**config.mk**
```make
export PLATFORM = sky130hd
export DESIGN_NAME = spmv_write_issue_flat
export DESIGN_NICKNAME = d
export VERILOG_FILES = /design/src/rtl/spmv_write_issue_pkg.sv /design/src/rtl/spmv_write_issue_if.sv /design/src/rtl/spmv_write_issue_fifo.sv /design/src/rtl/spmv_write_issue.sv /design/src/flat_wrapper.sv
export SDC_FILE = /design/constraint.sdc
export NUM_CORES = 1
export LEC_CHECK = 0
export CAP_MARGIN = 25
export CORE_MARGIN = 8
export CORE_UTILIZATION = 51
export DETAILED_ROUTE_END_ITERATION = 8
export PLACE_DENSITY = 0.86
export SLEW_MARGIN = 20
export SYNTH_ARGS = -nofsm -noshare
export SYNTH_HDL_FRONTEND = slang
export SYNTH_SLANG_ARGS = --single-unit
```
**constraint.sdc**
```tcl
create_clock -name clk -period 8.67 [get_ports clk]
set_input_delay 1.3005 -clock clk [delete_from_list [all_inputs] [get_ports clk]]
set_output_delay 1.3005 -clock clk [all_outputs]
set_load 0.02 [all_outputs]
```
**src/rtl/spmv_write_issue_pkg.sv**
```systemverilog
// Shared types and constants for the SpMV AXI4 write issue unit.
// State encoding, BRESP codes and the post-AW cool-down length live here.
package spmv_write_issue_pkg;

    typedef enum logic [1:0] {
        ST_IDLE    = 2'd0,
        ST_SEND    = 2'd1,
        ST_WAIT_AW = 2'd2,
        ST_WAIT_W  = 2'd3
    } wr_state_t;

    localparam logic [1:0] BRESP_OKAY   = 2'd0;
    localparam logic [1:0] BRESP_EXOKAY = 2'd1;
    localparam logic [1:0] BRESP_SLVERR = 2'd2;
    localparam logic [1:0] BRESP_DECERR = 2'd3;

    localparam int unsigned COLD_CYCLES    = 3;
    localparam int unsigned COLD_W         = 2;
    localparam int unsigned OUT_W          = 2;
    localparam int unsigned TAG_FIFO_DEPTH = 4;
    localparam int unsigned ERR_CNT_W      = 16;

    // Any non-OKAY write response is treated as an error.
    function automatic logic bresp_is_err(input logic [1:0] resp);
        return (resp == BRESP_EXOKAY) || (resp == BRESP_SLVERR) || (resp == BRESP_DECERR);
    endfunction

endpackage

```
**src/rtl/spmv_write_issue_if.sv**
```systemverilog
// Request, AXI4 write channel and completion-FIFO signals of the write issue unit.
// master = the issue unit itself, slave = scheduler / interconnect / retire side.
interface spmv_write_issue_if #(
    parameter int unsigned ADDR_W = 64,
    parameter int unsigned DATA_W = 64,
    parameter int unsigned TAG_W  = 6
) ();
    logic                  req_valid;
    logic                  req_ready;
    logic [ADDR_W-1:0]     req_addr;
    logic [DATA_W-1:0]     req_data;
    logic [DATA_W/8-1:0]   req_strb;
    logic [TAG_W-1:0]      req_tag;

    logic                  m_axi_awvalid;
    logic                  m_axi_awready;
    logic [ADDR_W-1:0]     m_axi_awaddr;
    logic                  m_axi_wvalid;
    logic                  m_axi_wready;
    logic [DATA_W-1:0]     m_axi_wdata;
    logic [DATA_W/8-1:0]   m_axi_wstrb;
    logic                  m_axi_wlast;
    logic                  m_axi_bvalid;
    logic                  m_axi_bready;
    logic [1:0]            m_axi_bresp;

    logic                  Write_BUSY;
    logic                  Write_IDLE;
    logic                  Fifo_Done_Read;
    logic [TAG_W+1:0]      Fifo_Done_data;
    logic                  Fifo_Done_empty;
    logic                  Fifo_Done_full;

    modport master (
        input  req_valid, req_addr, req_data, req_strb, req_tag,
        output req_ready,
        output m_axi_awvalid, m_axi_awaddr, m_axi_wvalid, m_axi_wdata, m_axi_wstrb, m_axi_wlast,
        input  m_axi_awready, m_axi_wready,
        input  m_axi_bvalid, m_axi_bresp,
        output m_axi_bready,
        output Write_BUSY, Write_IDLE,
        input  Fifo_Done_Read,
        output Fifo_Done_data, Fifo_Done_empty, Fifo_Done_full
    );

    modport slave (
        output req_valid, req_addr, req_data, req_strb, req_tag,
        input  req_ready,
        input  m_axi_awvalid, m_axi_awaddr, m_axi_wvalid, m_axi_wdata, m_axi_wstrb, m_axi_wlast,
        output m_axi_awready, m_axi_wready,
        output m_axi_bvalid, m_axi_bresp,
        input  m_axi_bready,
        input  Write_BUSY, Write_IDLE,
        output Fifo_Done_Read,
        input  Fifo_Done_data, Fifo_Done_empty, Fifo_Done_full
    );
endinterface

```
**src/rtl/spmv_write_issue_fifo.sv**
```systemverilog
// Show-ahead synchronous FIFO used for the tag queue and the completion queue.
// Writes when full and reads when empty are ignored.
module spmv_write_issue_fifo #(
    parameter int unsigned DATA_WIDTH = 8,
    parameter int unsigned DEPTH      = 4
) (
    input  logic                  clk,
    input  logic                  rstn,
    input  logic                  wr_en,
    input  logic [DATA_WIDTH-1:0] wr_data,
    input  logic                  rd_en,
    output logic [DATA_WIDTH-1:0] rd_data,
    output logic                  empty,
    output logic                  full
);
    localparam int unsigned PTR_W = (DEPTH > 1) ? $clog2(DEPTH) : 1;
    localparam int unsigned CNT_W = $clog2(DEPTH + 1);

    logic [DATA_WIDTH-1:0] mem [DEPTH];
    logic [PTR_W-1:0]      wptr;
    logic [PTR_W-1:0]      rptr;
    logic [CNT_W-1:0]      count;
    logic                  do_wr;
    logic                  do_rd;

    function automatic logic [PTR_W-1:0] bump(input logic [PTR_W-1:0] p);
        return (p == PTR_W'(DEPTH - 1)) ? '0 : p + PTR_W'(1);
    endfunction

    assign empty   = (count == '0);
    assign full    = (count == CNT_W'(DEPTH));
    assign do_wr   = wr_en & ~full;
    assign do_rd   = rd_en & ~empty;
    assign rd_data = mem[rptr];

    always_ff @(posedge clk) begin
        if (!rstn) begin
            wptr  <= '0;
            rptr  <= '0;
            count <= '0;
        end else begin
            if (do_wr) wptr <= bump(wptr);
            if (do_rd) rptr <= bump(rptr);
            if (do_wr && !do_rd)      count <= count + CNT_W'(1);
            else if (!do_wr && do_rd) count <= count - CNT_W'(1);
        end
    end

    // Storage carries no reset; occupancy is tracked by count alone.
    always_ff @(posedge clk) begin
        if (do_wr) mem[wptr] <= wr_data;
    end

endmodule

```
**src/rtl/spmv_write_issue.sv**
```systemverilog
// AXI4 single-beat write issue unit: accepts tagged requests, drives AW/W, matches B to tags.
// Optional SPMV_WR_ERR_CNT_EN adds a saturating error-response counter and sticky error flag.
module spmv_write_issue
    import spmv_write_issue_pkg::*;
#(
    parameter int unsigned C_M_AXI_DATA_WIDTH = 64,
    parameter int unsigned C_M_AXI_ADDR_WIDTH = 64,
    parameter int unsigned TAG_W              = 6,
    parameter int unsigned MAX_OUTSTANDING    = 2,
    parameter int unsigned DONE_DEPTH         = 8
) (
    input  logic                clk,
    input  logic                rstn,
    spmv_write_issue_if.master  bus
`ifdef SPMV_WR_ERR_CNT_EN
    ,
    output logic [ERR_CNT_W-1:0] wr_err_cnt,
    output logic                 wr_err_sticky
`endif
);
    localparam int unsigned STRB_W = C_M_AXI_DATA_WIDTH / 8;

    wr_state_t                     state;
    logic [OUT_W-1:0]              outstanding;
    logic [COLD_W-1:0]             cold;
    logic                          awvalid_q;
    logic                          wvalid_q;
    logic [C_M_AXI_ADDR_WIDTH-1:0] awaddr_q;
    logic [C_M_AXI_DATA_WIDTH-1:0] wdata_q;
    logic [STRB_W-1:0]             wstrb_q;

    logic             req_ready_c;
    logic             accept;
    logic             aw_hs;
    logic             w_hs;
    logic             bready_c;
    logic             b_take;
    logic [TAG_W-1:0] tag_head;
    logic             tag_empty;
    logic             tag_full;
    logic             done_full;

    assign req_ready_c = (state == ST_IDLE) && (cold == '0) &&
                         (outstanding < OUT_W'(MAX_OUTSTANDING)) && !tag_full;
    assign accept      = bus.req_valid & req_ready_c;
    assign aw_hs       = awvalid_q & bus.m_axi_awready;
    assign w_hs        = wvalid_q & bus.m_axi_wready;
    assign bready_c    = ~done_full;
    // A B beat with nothing outstanding is handshaken but otherwise dropped.
    assign b_take      = bus.m_axi_bvalid & bready_c & (outstanding != '0) & ~tag_empty;

    assign bus.req_ready     = req_ready_c;
    assign bus.m_axi_awvalid = awvalid_q;
    assign bus.m_axi_awaddr  = awaddr_q;
    assign bus.m_axi_wvalid  = wvalid_q;
    assign bus.m_axi_wdata   = wdata_q;
    assign bus.m_axi_wstrb   = wstrb_q;
    assign bus.m_axi_wlast   = 1'b1;
    assign bus.m_axi_bready  = bready_c;
    assign bus.Fifo_Done_full = done_full;
    assign bus.Write_BUSY = (outstanding == OUT_W'(MAX_OUTSTANDING)) || (cold != '0) ||
                            (state != ST_IDLE);
    assign bus.Write_IDLE = (outstanding == '0) && (cold == '0) && (state == ST_IDLE);

    // Issue FSM, outstanding counter and AW cool-down.
    always_ff @(posedge clk) begin
        if (!rstn) begin
            state       <= ST_IDLE;
            awvalid_q   <= 1'b0;
            wvalid_q    <= 1'b0;
            outstanding <= '0;
            cold        <= '0;
            awaddr_q    <= '0;
            wdata_q     <= '0;
            wstrb_q     <= '0;
        end else begin
            if (aw_hs)            cold <= COLD_W'(COLD_CYCLES);
            else if (cold != '0)  cold <= cold - COLD_W'(1);

            if (accept && !b_take)      outstanding <= outstanding + OUT_W'(1);
            else if (!accept && b_take) outstanding <= outstanding - OUT_W'(1);

            if (accept) begin
                awaddr_q <= bus.req_addr;
                wdata_q  <= bus.req_data;
                wstrb_q  <= bus.req_strb;
            end

            case (state)
                ST_IDLE: begin
                    if (accept) begin
                        state     <= ST_SEND;
                        awvalid_q <= 1'b1;
                        wvalid_q  <= 1'b1;
                    end
                end
                ST_SEND: begin
                    if (aw_hs && w_hs) begin
                        state     <= ST_IDLE;
                        awvalid_q <= 1'b0;
                        wvalid_q  <= 1'b0;
                    end else if (aw_hs) begin
                        state     <= ST_WAIT_W;
                        awvalid_q <= 1'b0;
                    end else if (w_hs) begin
                        state     <= ST_WAIT_AW;
                        wvalid_q  <= 1'b0;
                    end
                end
                ST_WAIT_W: begin
                    if (w_hs) begin
                        state    <= ST_IDLE;
                        wvalid_q <= 1'b0;
                    end
                end
                ST_WAIT_AW: begin
                    if (aw_hs) begin
                        state     <= ST_IDLE;
                        awvalid_q <= 1'b0;
                    end
                end
                default: begin
                    state     <= ST_IDLE;
                    awvalid_q <= 1'b0;
                    wvalid_q  <= 1'b0;
                end
            endcase
        end
    end

    spmv_write_issue_fifo #(
        .DATA_WIDTH (TAG_W),
        .DEPTH      (TAG_FIFO_DEPTH)
    ) u_tag_fifo (
        .clk     (clk),
        .rstn    (rstn),
        .wr_en   (accept),
        .wr_data (bus.req_tag),
        .rd_en   (b_take),
        .rd_data (tag_head),
        .empty   (tag_empty),
        .full    (tag_full)
    );

    spmv_write_issue_fifo #(
        .DATA_WIDTH (2 + TAG_W),
        .DEPTH      (DONE_DEPTH)
    ) u_done_fifo (
        .clk     (clk),
        .rstn    (rstn),
        .wr_en   (b_take),
        .wr_data ({bus.m_axi_bresp, tag_head}),
        .rd_en   (bus.Fifo_Done_Read),
        .rd_data (bus.Fifo_Done_data),
        .empty   (bus.Fifo_Done_empty),
        .full    (done_full)
    );

`ifdef SPMV_WR_ERR_CNT_EN
    // Error responses on tracked B beats; counter saturates, flag holds until reset.
    always_ff @(posedge clk) begin
        if (!rstn) begin
            wr_err_cnt    <= '0;
            wr_err_sticky <= 1'b0;
        end else if (b_take && bresp_is_err(bus.m_axi_bresp)) begin
            if (wr_err_cnt != '1) wr_err_cnt <= wr_err_cnt + ERR_CNT_W'(1);
            wr_err_sticky <= 1'b1;
        end
    end
`endif

endmodule

```
**src/flat_wrapper.sv**
```systemverilog
// flat-port wrapper written by rule: the top's interface ports become plain ports
module spmv_write_issue_flat import spmv_write_issue_pkg::*;
#(
    parameter int unsigned C_M_AXI_DATA_WIDTH = 64,
    parameter int unsigned C_M_AXI_ADDR_WIDTH = 64,
    parameter int unsigned TAG_W              = 6,
    parameter int unsigned MAX_OUTSTANDING    = 2,
    parameter int unsigned DONE_DEPTH         = 8
)
  (clk, rstn, bus_req_valid, bus_req_addr, bus_req_data, bus_req_strb, bus_req_tag, bus_req_ready, bus_m_axi_awvalid, bus_m_axi_awaddr, bus_m_axi_wvalid, bus_m_axi_wdata, bus_m_axi_wstrb, bus_m_axi_wlast, bus_m_axi_awready, bus_m_axi_wready, bus_m_axi_bvalid, bus_m_axi_bresp, bus_m_axi_bready, bus_Write_BUSY, bus_Write_IDLE, bus_Fifo_Done_Read, bus_Fifo_Done_data, bus_Fifo_Done_empty, bus_Fifo_Done_full);
  spmv_write_issue_if #(.TAG_W(TAG_W)) bus_i ();
  input  logic clk;
  input  logic rstn;
  input wire logic [$bits(bus_i.req_valid)-1:0] bus_req_valid;
  input wire logic [$bits(bus_i.req_addr)-1:0] bus_req_addr;
  input wire logic [$bits(bus_i.req_data)-1:0] bus_req_data;
  input wire logic [$bits(bus_i.req_strb)-1:0] bus_req_strb;
  input wire logic [$bits(bus_i.req_tag)-1:0] bus_req_tag;
  output wire logic [$bits(bus_i.req_ready)-1:0] bus_req_ready;
  output wire logic [$bits(bus_i.m_axi_awvalid)-1:0] bus_m_axi_awvalid;
  output wire logic [$bits(bus_i.m_axi_awaddr)-1:0] bus_m_axi_awaddr;
  output wire logic [$bits(bus_i.m_axi_wvalid)-1:0] bus_m_axi_wvalid;
  output wire logic [$bits(bus_i.m_axi_wdata)-1:0] bus_m_axi_wdata;
  output wire logic [$bits(bus_i.m_axi_wstrb)-1:0] bus_m_axi_wstrb;
  output wire logic [$bits(bus_i.m_axi_wlast)-1:0] bus_m_axi_wlast;
  input wire logic [$bits(bus_i.m_axi_awready)-1:0] bus_m_axi_awready;
  input wire logic [$bits(bus_i.m_axi_wready)-1:0] bus_m_axi_wready;
  input wire logic [$bits(bus_i.m_axi_bvalid)-1:0] bus_m_axi_bvalid;
  input wire logic [$bits(bus_i.m_axi_bresp)-1:0] bus_m_axi_bresp;
  output wire logic [$bits(bus_i.m_axi_bready)-1:0] bus_m_axi_bready;
  output wire logic [$bits(bus_i.Write_BUSY)-1:0] bus_Write_BUSY;
  output wire logic [$bits(bus_i.Write_IDLE)-1:0] bus_Write_IDLE;
  input wire logic [$bits(bus_i.Fifo_Done_Read)-1:0] bus_Fifo_Done_Read;
  output wire logic [$bits(bus_i.Fifo_Done_data)-1:0] bus_Fifo_Done_data;
  output wire logic [$bits(bus_i.Fifo_Done_empty)-1:0] bus_Fifo_Done_empty;
  output wire logic [$bits(bus_i.Fifo_Done_full)-1:0] bus_Fifo_Done_full;
  assign bus_i.req_valid = bus_req_valid;
  assign bus_i.req_addr = bus_req_addr;
  assign bus_i.req_data = bus_req_data;
  assign bus_i.req_strb = bus_req_strb;
  assign bus_i.req_tag = bus_req_tag;
  assign bus_req_ready = bus_i.req_ready;
  assign bus_m_axi_awvalid = bus_i.m_axi_awvalid;
  assign bus_m_axi_awaddr = bus_i.m_axi_awaddr;
  assign bus_m_axi_wvalid = bus_i.m_axi_wvalid;
  assign bus_m_axi_wdata = bus_i.m_axi_wdata;
  assign bus_m_axi_wstrb = bus_i.m_axi_wstrb;
  assign bus_m_axi_wlast = bus_i.m_axi_wlast;
  assign bus_i.m_axi_awready = bus_m_axi_awready;
  assign bus_i.m_axi_wready = bus_m_axi_wready;
  assign bus_i.m_axi_bvalid = bus_m_axi_bvalid;
  assign bus_i.m_axi_bresp = bus_m_axi_bresp;
  assign bus_m_axi_bready = bus_i.m_axi_bready;
  assign bus_Write_BUSY = bus_i.Write_BUSY;
  assign bus_Write_IDLE = bus_i.Write_IDLE;
  assign bus_i.Fifo_Done_Read = bus_Fifo_Done_Read;
  assign bus_Fifo_Done_data = bus_i.Fifo_Done_data;
  assign bus_Fifo_Done_empty = bus_i.Fifo_Done_empty;
  assign bus_Fifo_Done_full = bus_i.Fifo_Done_full;
  spmv_write_issue #(.C_M_AXI_DATA_WIDTH(C_M_AXI_DATA_WIDTH), .C_M_AXI_ADDR_WIDTH(C_M_AXI_ADDR_WIDTH), .TAG_W(TAG_W), .MAX_OUTSTANDING(MAX_OUTSTANDING), .DONE_DEPTH(DONE_DEPTH)) u_core (.clk(clk), .rstn(rstn), .bus(bus_i));
endmodule
```
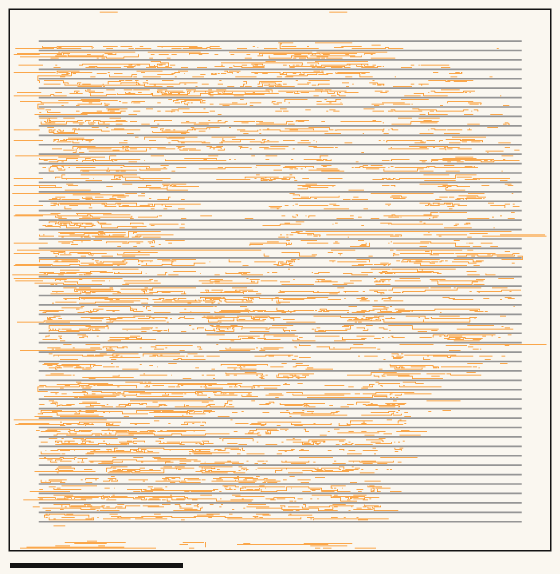
run_1/layer_met1.png
The bar under the picture is 50 µm long. Supply wires on this layer in gray.
wire length on this layer = 10200 µm
main direction = horizontal
share of all routed wire = 36%
longest straight run = 70.4 µm

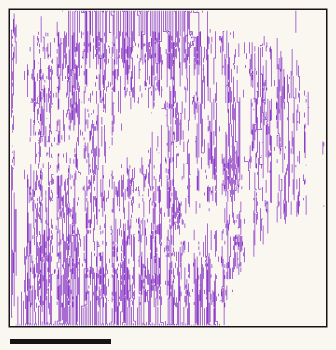
run_1/layer_met2.png
The bar under the picture is 50 µm long.
wire length on this layer = 14600 µm
share of all routed wire = 51%
nets with wire on the layer = 1139
main direction = vertical
longest straight run = 75.0 µm

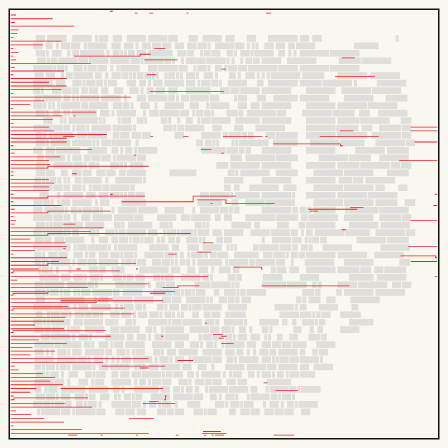
run_1/layer_met3.png
main direction = horizontal
nets with wire on the layer = 160
share of all routed wire = 9.2%

==> GITHUB_STEP_SUMMARY, run 1 <==
## PnR job results

| Metric | Value |
|---|---|
| Signal buf overhead | approximately 22% |
| Seq share, synth | 59.8% |
| Remaining DRCs | 0 |
| Metal1 wirelength | 10200 µm |
| Pin count of the biggest net entering global routing | 111 |
| Main synth FF type | dfxtp_1 |
| Non-Clock Inverter Count | 14 |
| Power share of the clock group | 26.3% |
| Top power group | registers |
| # IOs | 304 |
| Top-count cell post-synth | nand2_1 |
| R2r worst-path depth | 9 |
| Postcts setup bufs | 0 |
| RD Place Congestion | 0.802 |
| Count of final setup violators | 0 |
| Fin. Hold Viols | 0 |
| Peak VDD IR | roughly 0.21 mV |
| Avg Vias per Cell | between 5 and 6 |
| Gate power share | 36.0% |
| WHS Path Cells | 2 |
| Crit. End Element | output pin |
| Worst-path clk slew | roughly 0.060 ns |
| Worst flop-to-flop path endpoint | u_core.state[0] |
| Smallest hold slack | 0.449 ns |
| Startpoint Class | register |
| Slowest CP cell | dfxtp_2 |
| Met2 GRT Util | 40.8% |
| # Max-Cap Violations | 0 |
| Most frequent cells in the layout | 301 x clkdlybuf4s50_1, 287 x nand2_1, 165 x dfxtp_1 |
| GRT overflow | 0 |
| Cell family with most CP delay | multiplexers |
| Rel. slew slack | 38.4% |
| Status | completed |
| Hold Startpoint | u_core.bus.m_axi_wdata[3] |
| Async SR Flop Fraction | 0% |
| Area fraction in mux cells | 7.09% |
| Dominant logic cell type in the layout | clkdlybuf4s50_1 |
| Netlist cell types | 44 |
| Met2 WL post-DR | ~15000 µm |
| Critical Path End | bus_Fifo_Done_data[2] |
| Critical Path RT | 7.37 ns |
| Reg2Reg Setup Slack | 5.50 ns |
| Tap cells | 265 |
| Pre-antenna DRT Iters | 5 |
| Ao+oa area frac | 12.1% |
| Cell type with the largest total area | dfxtp_1 |
| Setup Crit Path Kind | reg2out |
| Placed insts | 1417 |
| Total power | 0.00427 W |
| Part of the cycle the worst path needs | 45.4% |
| Clock sinks | 254 |
| Multi-In Gates | roughly 570 |
| Warnings, synthesis | 0 |
| Design internal power | 0.00281 W |
| PD cells | 304 mW/mm² |
| Comb. cell area | around 0.0037 mm² |
| Area share, top type | 33.3% |
| Logic share of the area | 26.1% |
| Total CTS buffers | 26 |
| Setup TNS | 0 ns |
| Pre-CTS WS | 4.30 ns |
| RSZ-0062 raised after global routing | no |
| Global-route usage over all layers | between 20% and 30% |
| Tool warnings | 36 |
| Yosys stat chip area | between 0.009 and 0.01 mm² |
--- run 2 (diff from run 1) ---
--- a/config.mk
+++ b/config.mk
@@ -7,9 +7,9 @@
 export LEC_CHECK = 0
 export CAP_MARGIN = 25
 export CORE_MARGIN = 8
-export CORE_UTILIZATION = 51
+export CORE_UTILIZATION = 42
 export DETAILED_ROUTE_END_ITERATION = 8
-export PLACE_DENSITY = 0.86
+export PLACE_DENSITY = 0.76
 export SLEW_MARGIN = 20
 export SYNTH_ARGS = -nofsm -noshare
 export SYNTH_HDL_FRONTEND = slang
==> constraint.sdc (replaced) <==
create_clock -name clk -period 3.4 [get_ports clk]
set_input_delay 0.51 -clock clk [delete_from_list [all_inputs] [get_ports clk]]
set_output_delay 0.51 -clock clk [all_outputs]
set_load 0.02 [all_outputs]
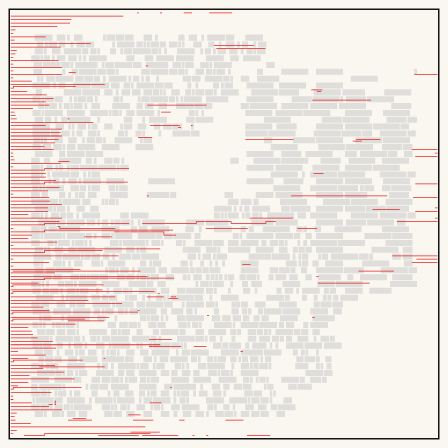
run_2/layer_met3.png
nets with wire on the layer = 171
longest straight run = 59.1 µm

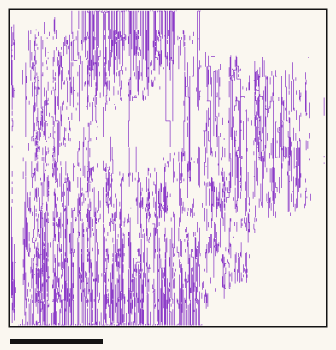
run_2/layer_met2.png
The bar under the picture is 50 µm long.
wire length on this layer = 13900 µm
share of all routed wire = 50%
main direction = vertical
longest straight run = 61.9 µm
nets with wire on the layer = 1114

==> run 2 against run 1 <==
- critical path depth rose by 1
- register-to-register slack got worse by 4.9 ns
- clock skew is 0.0031 ns higher
- largest power group unchanged
==> GITHUB_STEP_SUMMARY, run 2 <==
## PnR job results

| Metric | Value |
|---|---|
| Total CTS buffers | 28 (+7.7%) |
| Total power | 0.0110 W (+160%) |
| Per-cell routed wire length | 18.2 µm |
| M3 GR Usage | 8.90% |
| Metal1 wirelength | 10300 µm (+1.1%) |
| Die boundary height | 170 µm |
| Top cells by count | 287 x nand2_1, 166 x dfxtp_1, 88 x edfxtp_1, 86 x a21boi_0, 56 x a21boi_1 |
| Pre-CTS WS | 0.446 ns (-3.86 ns) |
| Pre-antenna DRT Iters | 4 (-1) |
| Syn Std Cell Area | 0.00997 mm² |
| Largest cells by area | dfxtp_1 33%, edfxtp_1 26%, nand2_1 11% |
| Fin crit period | 3.03 ns |
| Pin count of the biggest net entering global routing | 116 (+4.5%) |
| Main synth FF type | dfxtp_1 |
| Non-clock buffers | 318 |
| Average size of a mapped cell | 11.1 µm² |
| Leakage | ~5.0 nW |
| CTS Hold Bufs | 0 |
| Part of the cycle the worst path needs | 89.0% |
| Clock buffers | 38 |
| Reg2Reg Setup Slack | 0.60 ns (-4.90 ns) |
| R2r worst-path depth | 11 (+2) |
| Warnings, synthesis | 0 (unchanged) |
| Rows | 56 |
| Most frequent cells in the layout | 301 x clkdlybuf4s50_1, 287 x nand2_1, 166 x dfxtp_1 |
| Top-count cell post-synth | nand2_1 |
| Gr busiest metal | met2 |
| Largest cell class | flip-flops and latches |
| CTS HTree Levels | 1 |
| Filler cell count | 1967 |
| Smallest hold slack | 0.449 ns (-0.000458 ns) |
| Main logic family after synthesis | simple AND/OR/NAND/NOR gates |
| Worst path bufs/invs | 2 |
| Met2 WL post-DR | 13900 µm (-5.0%) |
| Port Buf Inserts | approximately 300 |
| Cell family with most CP delay | multiplexers |
| P_sw | roughly 0.0037 W |
| Fmax | 0.330 GHz |
| Global-route usage over all layers | 18.8% (-4.1 points) |
| Worst path arrival time | 2.52 ns |
| Netlist cell types | 44 (unchanged) |
| Cell type with the largest total area | dfxtp_1 |
| Met1 usage | 20.1% |
| Post-route ant nets | 0 |
| Count of final setup violators | 0 (unchanged) |
| Area fraction in mux cells | 7.09% (unchanged) |
| Clk tree area frac | 6.57% |
| Post-cts resize count | 0 |
| Area share, top type | 33.3% (unchanged) |
| Avg Vias per Cell | 4.83 (-4.4%) |
| Worst Clk Skew | ~0.026 ns |
| CP Cell Sequence | buf_4, mux4_2, mux2_2, clkdlybuf4s50_1 |
| Final wirelength | 28000 µm |
| # IOs | 304 (unchanged) |
| Ant diodes | 5 |
| XORs/XNORs by Area | 0.615% |
| Worst flop-to-flop path endpoint | u_core.u_tag_fifo.count[2] |
| Power share of the clock group | 27.6% (+1.3 points) |
| DRT iter0 DRCs | roughly 450 |
| Synthesis-to-finish area growth | 42.4% |
| Multi-In Gates | 572 (unchanged) |
| Peak VDD IR | 0.539 mV (+160%) |
| Met2 GRT Util | 31.9% (-8.9 points) |
| Clock sinks | 254 (unchanged) |
| Clk pwr | 0.00302 W |
| Ao+oa area frac | 12.1% (unchanged) |
| Logic share of the area | 25.8% (-0.29 points) |
| Tap cells | 319 (+20%) |
| Tool warnings | 37 (+2.8%) |
| Late-Pin Clk Latency | approximately 0.54 ns |
| Final worst slack | 0.374 ns |
| Hold Startpoint | u_core.bus.m_axi_awaddr[25] |
| Seq group | around 0.0040 W |
| Critical Path End | bus_Fifo_Done_data[6] |
| Dominant logic cell type in the layout | clkdlybuf4s50_1 |
| Startpoint Class | register |
| Seq share, synth | 59.8% (unchanged) |
| RR Startpoint | u_core.state[0] |
| Design internal power | 0.00724 W (+160%) |
| First-pass GRT wire length | 42700 µm |
| Total cells reported by yosys after synthesis | 897 |
| Detailed-route via count | 7404 |
| Placed insts | 1477 (+4.2%) |
| Yosys stat chip area | 0.00997 mm² (unchanged) |
| WHS Path Cells | 2 (unchanged) |
| Rel. slew slack | 37.9% (-0.53 points) |
| Crit. End Element | output pin |
| Gate power share | 35.6% (-0.4 points) |
| Worst-path clk slew | 0.06 ns (about the same) |
| Reg area | 0.00597 mm² |
| Fin. Hold Viols | 0 (unchanged) |
| Syn Nets | approximately 1.1k |
| Slowest CP cell | mux4_2 |
| Comb. cell area | 0.00367 mm² (unchanged) |
| Worst min-delay path class | reg2reg |
| RSZ-0062 raised after global routing | no |
| Cells after Synth | 897 |
| Remaining DRCs | 0 (unchanged) |
| Floorplan utilization | 42.6% |
| Async SR Flop Fraction | 0% (unchanged) |
| CP Depth | 4 |
| Hold EP | u_core.bus.m_axi_awaddr[25] |
| Reg power frac | 36.8% |
| RD Place Congestion | 0.853 (+6.5%) |
| CTS tree | built |
| Met3 WL post-DR | 2990 µm |
| Number of global-route vias before repair | 7475 |
| # Max-Cap Violations | 0 (unchanged) |
| PD cells | 772 mW/mm² (+150%) |
| Setup Crit Path Kind | reg2out |
| Number of synthesized register bits | approximately 250 |
| Deepest clock path buffer count | 3 |
| Critical Path RT | 2.89 ns (-4.48 ns) |
| Signal buf overhead | 22.3% (-0.090 points) |
| DR top layer | met4 |
| Share of cells above drive strength 1 | 8.18% |
| Final design utilization | 60.7% |
| Post-DP HPWL | roughly 20000 µm |
| Nets | around 1.4k |
| Combinational Power | 0.00391 W |
| CTS root buffer | clkbuf_16 |
| Dpl cell area | between 0.01 and 0.015 mm² |
| Non-Clock Inverter Count | 14 (unchanged) |
| Postcts setup bufs | 0 (unchanged) |
| Top power group | registers |
| Setup TNS | 0 ns (unchanged) |
| Yosys simple share | ~14% |
| CP max stage delay | 0.56 ns |
| Die Size | a little under 0.03 mm² |
| Flip-flops | 254 |
| Final instance area | 0.0142 mm² |
| Core Area | around 0.023 mm² |
| Status | completed |
| Layout Cells excl Fill | approximately 1.5k |
| GRT overflow | 0 (unchanged) |
| Sw frac | 34.0% |
--- run 3 (diff from run 2) ---
--- a/config.mk
+++ b/config.mk
@@ -7,9 +7,10 @@
 export LEC_CHECK = 0
 export CAP_MARGIN = 25
 export CORE_MARGIN = 8
-export CORE_UTILIZATION = 42
+export CORE_UTILIZATION = 44
+export CTS_BUF_LIST = sky130_fd_sc_hd__clkbuf_8
 export DETAILED_ROUTE_END_ITERATION = 8
-export PLACE_DENSITY = 0.76
+export PLACE_DENSITY = 0.79
 export SLEW_MARGIN = 20
 export SYNTH_ARGS = -nofsm -noshare
 export SYNTH_HDL_FRONTEND = slang
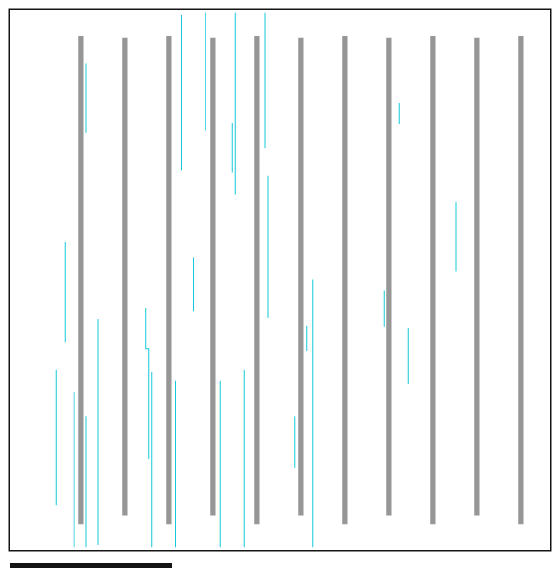
run_3/layer_met4.png
The bar under the picture is 50 µm long. Supply wires on this layer in gray.
share of all routed wire = 3.3%
nets with wire on the layer = 18
main direction = vertical

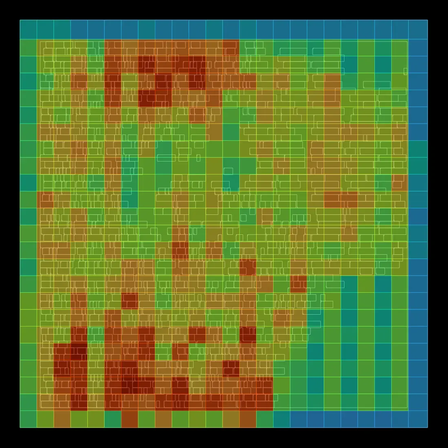
run_3/congestion.png
global-route usage over all layers: 19.4%
per-cell routed wire length: 18.3 µm

==> run 3 against run 2 <==
- via count grew 0.36%
- die size decreased by 4.1%
- highest routed layer unchanged
- design area decreased by 0.83%
- hold slack improved by 0.00077 ns
- count of clock-buffer cells in the layout grew 10
- non-clock buffer count fell by 1
- total power shrank 3.2%
- global-route usage grew 0.61 points
- synthesized area unchanged
- clock skew rose by 0.0030 ns
- register-to-register slack better by 0.03 ns
==> GITHUB_STEP_SUMMARY, run 3 <==
## PnR job results

| Metric | Value |
|---|---|
| Die boundary height | 167 µm (-2.1%) |
| CP Cell Sequence | buf_4, mux4_2, mux2_2, clkdlybuf4s50_1 |
| Flip-flops | 254 (unchanged) |
| Main synth FF type | dfxtp_1 |
| Reg area | 0.00597 mm² (unchanged) |
| Count of final setup violators | 0 (unchanged) |
| Worst min-delay path class | reg2reg |
| Worst path arrival time | 2.54 ns (+0.02 ns) |
| XORs/XNORs by Area | 0.615% (unchanged) |
| Met3 WL post-DR | 2870 µm (-4.2%) |
| Post-DP HPWL | 20000 µm (-0.89%) |
| Share of cells above drive strength 1 | 9.07% (+0.89 points) |
| Met1 usage | 19.3% (-0.76 points) |
| Late-Pin Clk Latency | 0.53 ns (about the same) |
| Die Size | 0.0277 mm² (-4.1%) |
| Top-count cell post-synth | nand2_1 |
| Reg power frac | 38.2% (+1.4 points) |
| PD cells | 754 mW/mm² (-2.4%) |
| Pre-CTS WS | 0.532 ns (+0.0857 ns) |
| Total CTS buffers | 42 (+50%) |
| CTS HTree Levels | 2 (+1) |
| P_sw | 0.00371 W (-0.44%) |
| Syn Nets | 1070 (unchanged) |
| Layout Cells excl Fill | 1528 (-0.39%) |
| Postcts setup bufs | 0 (unchanged) |
| Comb. cell area | 0.00367 mm² (unchanged) |
| M3 GR Usage | 9.20% (+0.30 points) |
| Detailed-route via count | 7431 (+0.36%) |
| Rows | 55 (-1.8%) |
| Met2 WL post-DR | 14200 µm (+1.9%) |
| Status | completed |
| Dominant logic cell type in the layout | clkdlybuf4s50_1 |
| Synthesis-to-finish area growth | 41.2% |
| R2r worst-path depth | 9 (-2) |
| Number of global-route vias before repair | 7738 (+3.5%) |
| Placed insts | 1442 (-2.4%) |
| Final wirelength | 27900 µm (about the same) |
| Total power | 0.0106 W (-3.2%) |
| # Max-Cap Violations | 0 (unchanged) |
| Gate power share | 36.9% (+1.3 points) |
| CTS tree | built |
| RSZ-0062 raised after global routing | no |
| Final worst slack | 0.351 ns (-0.0226 ns) |
| Largest cell class | flip-flops and latches |
| RD Place Congestion | 0.813 (-4.8%) |
| Final instance area | 0.0141 mm² (-0.83%) |
| Clk tree area frac | 6.01% (-0.57 points) |
| Sw frac | 35.0% (+0.98 points) |
| Setup TNS | 0 ns (unchanged) |
| Cell type with the largest total area | dfxtp_1 |
| Filler cell count | 1791 (-8.9%) |
| Design internal power | 0.00690 W (-4.7%) |
| Rel. slew slack | 49.2% (+11 points) |
| Number of synthesized register bits | 254 (unchanged) |
| Smallest hold slack | 0.450 ns (+0.000768 ns) |
| Top cells by count | 287 x nand2_1, 166 x dfxtp_1, 88 x edfxtp_1, 86 x a21boi_0, 56 x a21boi_1 |
| Slowest CP cell | mux4_2 |
| Deepest clock path buffer count | 3 (unchanged) |
| DR top layer | met4 |
| Area share, top type | 33.3% (unchanged) |
| Peak VDD IR | 0.574 mV (+6.5%) |
| Met2 GRT Util | 34.4% (+2.5 points) |
| Core Area | 0.0224 mm² (-4.1%) |
| Reg2Reg Setup Slack | 0.63 ns (+0.03 ns) |
| Gr busiest metal | met2 |
| CTS Hold Bufs | 0 (unchanged) |
| Most frequent cells in the layout | 301 x clkdlybuf4s50_1, 287 x nand2_1, 166 x dfxtp_1 |
| Signal buf overhead | 22.5% (+0.22 points) |
| First-pass GRT wire length | 42800 µm (+0.26%) |
| Fin crit period | 3.05 ns (+0.0226 ns) |
| Ao+oa area frac | 12.1% (unchanged) |
| # IOs | 304 (unchanged) |
| Async SR Flop Fraction | 0% (unchanged) |
| Power share of the clock group | 24.9% (-2.7 points) |
| Hold EP | u_core.bus.m_axi_awaddr[22] |
| Fmax | 0.328 GHz (-0.74%) |
| Seq share, synth | 59.8% (unchanged) |
| Pre-antenna DRT Iters | 4 (unchanged) |
| Floorplan utilization | 44.5% (+1.8 points) |
| Yosys stat chip area | 0.00997 mm² (unchanged) |
| Combinational Power | 0.00392 W (about the same) |
| Area fraction in mux cells | 7.09% (unchanged) |
| Clk pwr | 0.00264 W (-13%) |
| Main logic family after synthesis | simple AND/OR/NAND/NOR gates |
| Critical Path End | bus_Fifo_Done_data[4] |
| Startpoint Class | register |
| Clock sinks | 254 (unchanged) |
| Nets | 1374 (+0.96%) |
| Ant diodes | 8 (+3) |
| Dpl cell area | 0.0132 mm² (-0.28%) |
| Hold Startpoint | u_core.bus.m_axi_awaddr[22] |
No activity file was given, so power comes from the tool's default toggle rates.
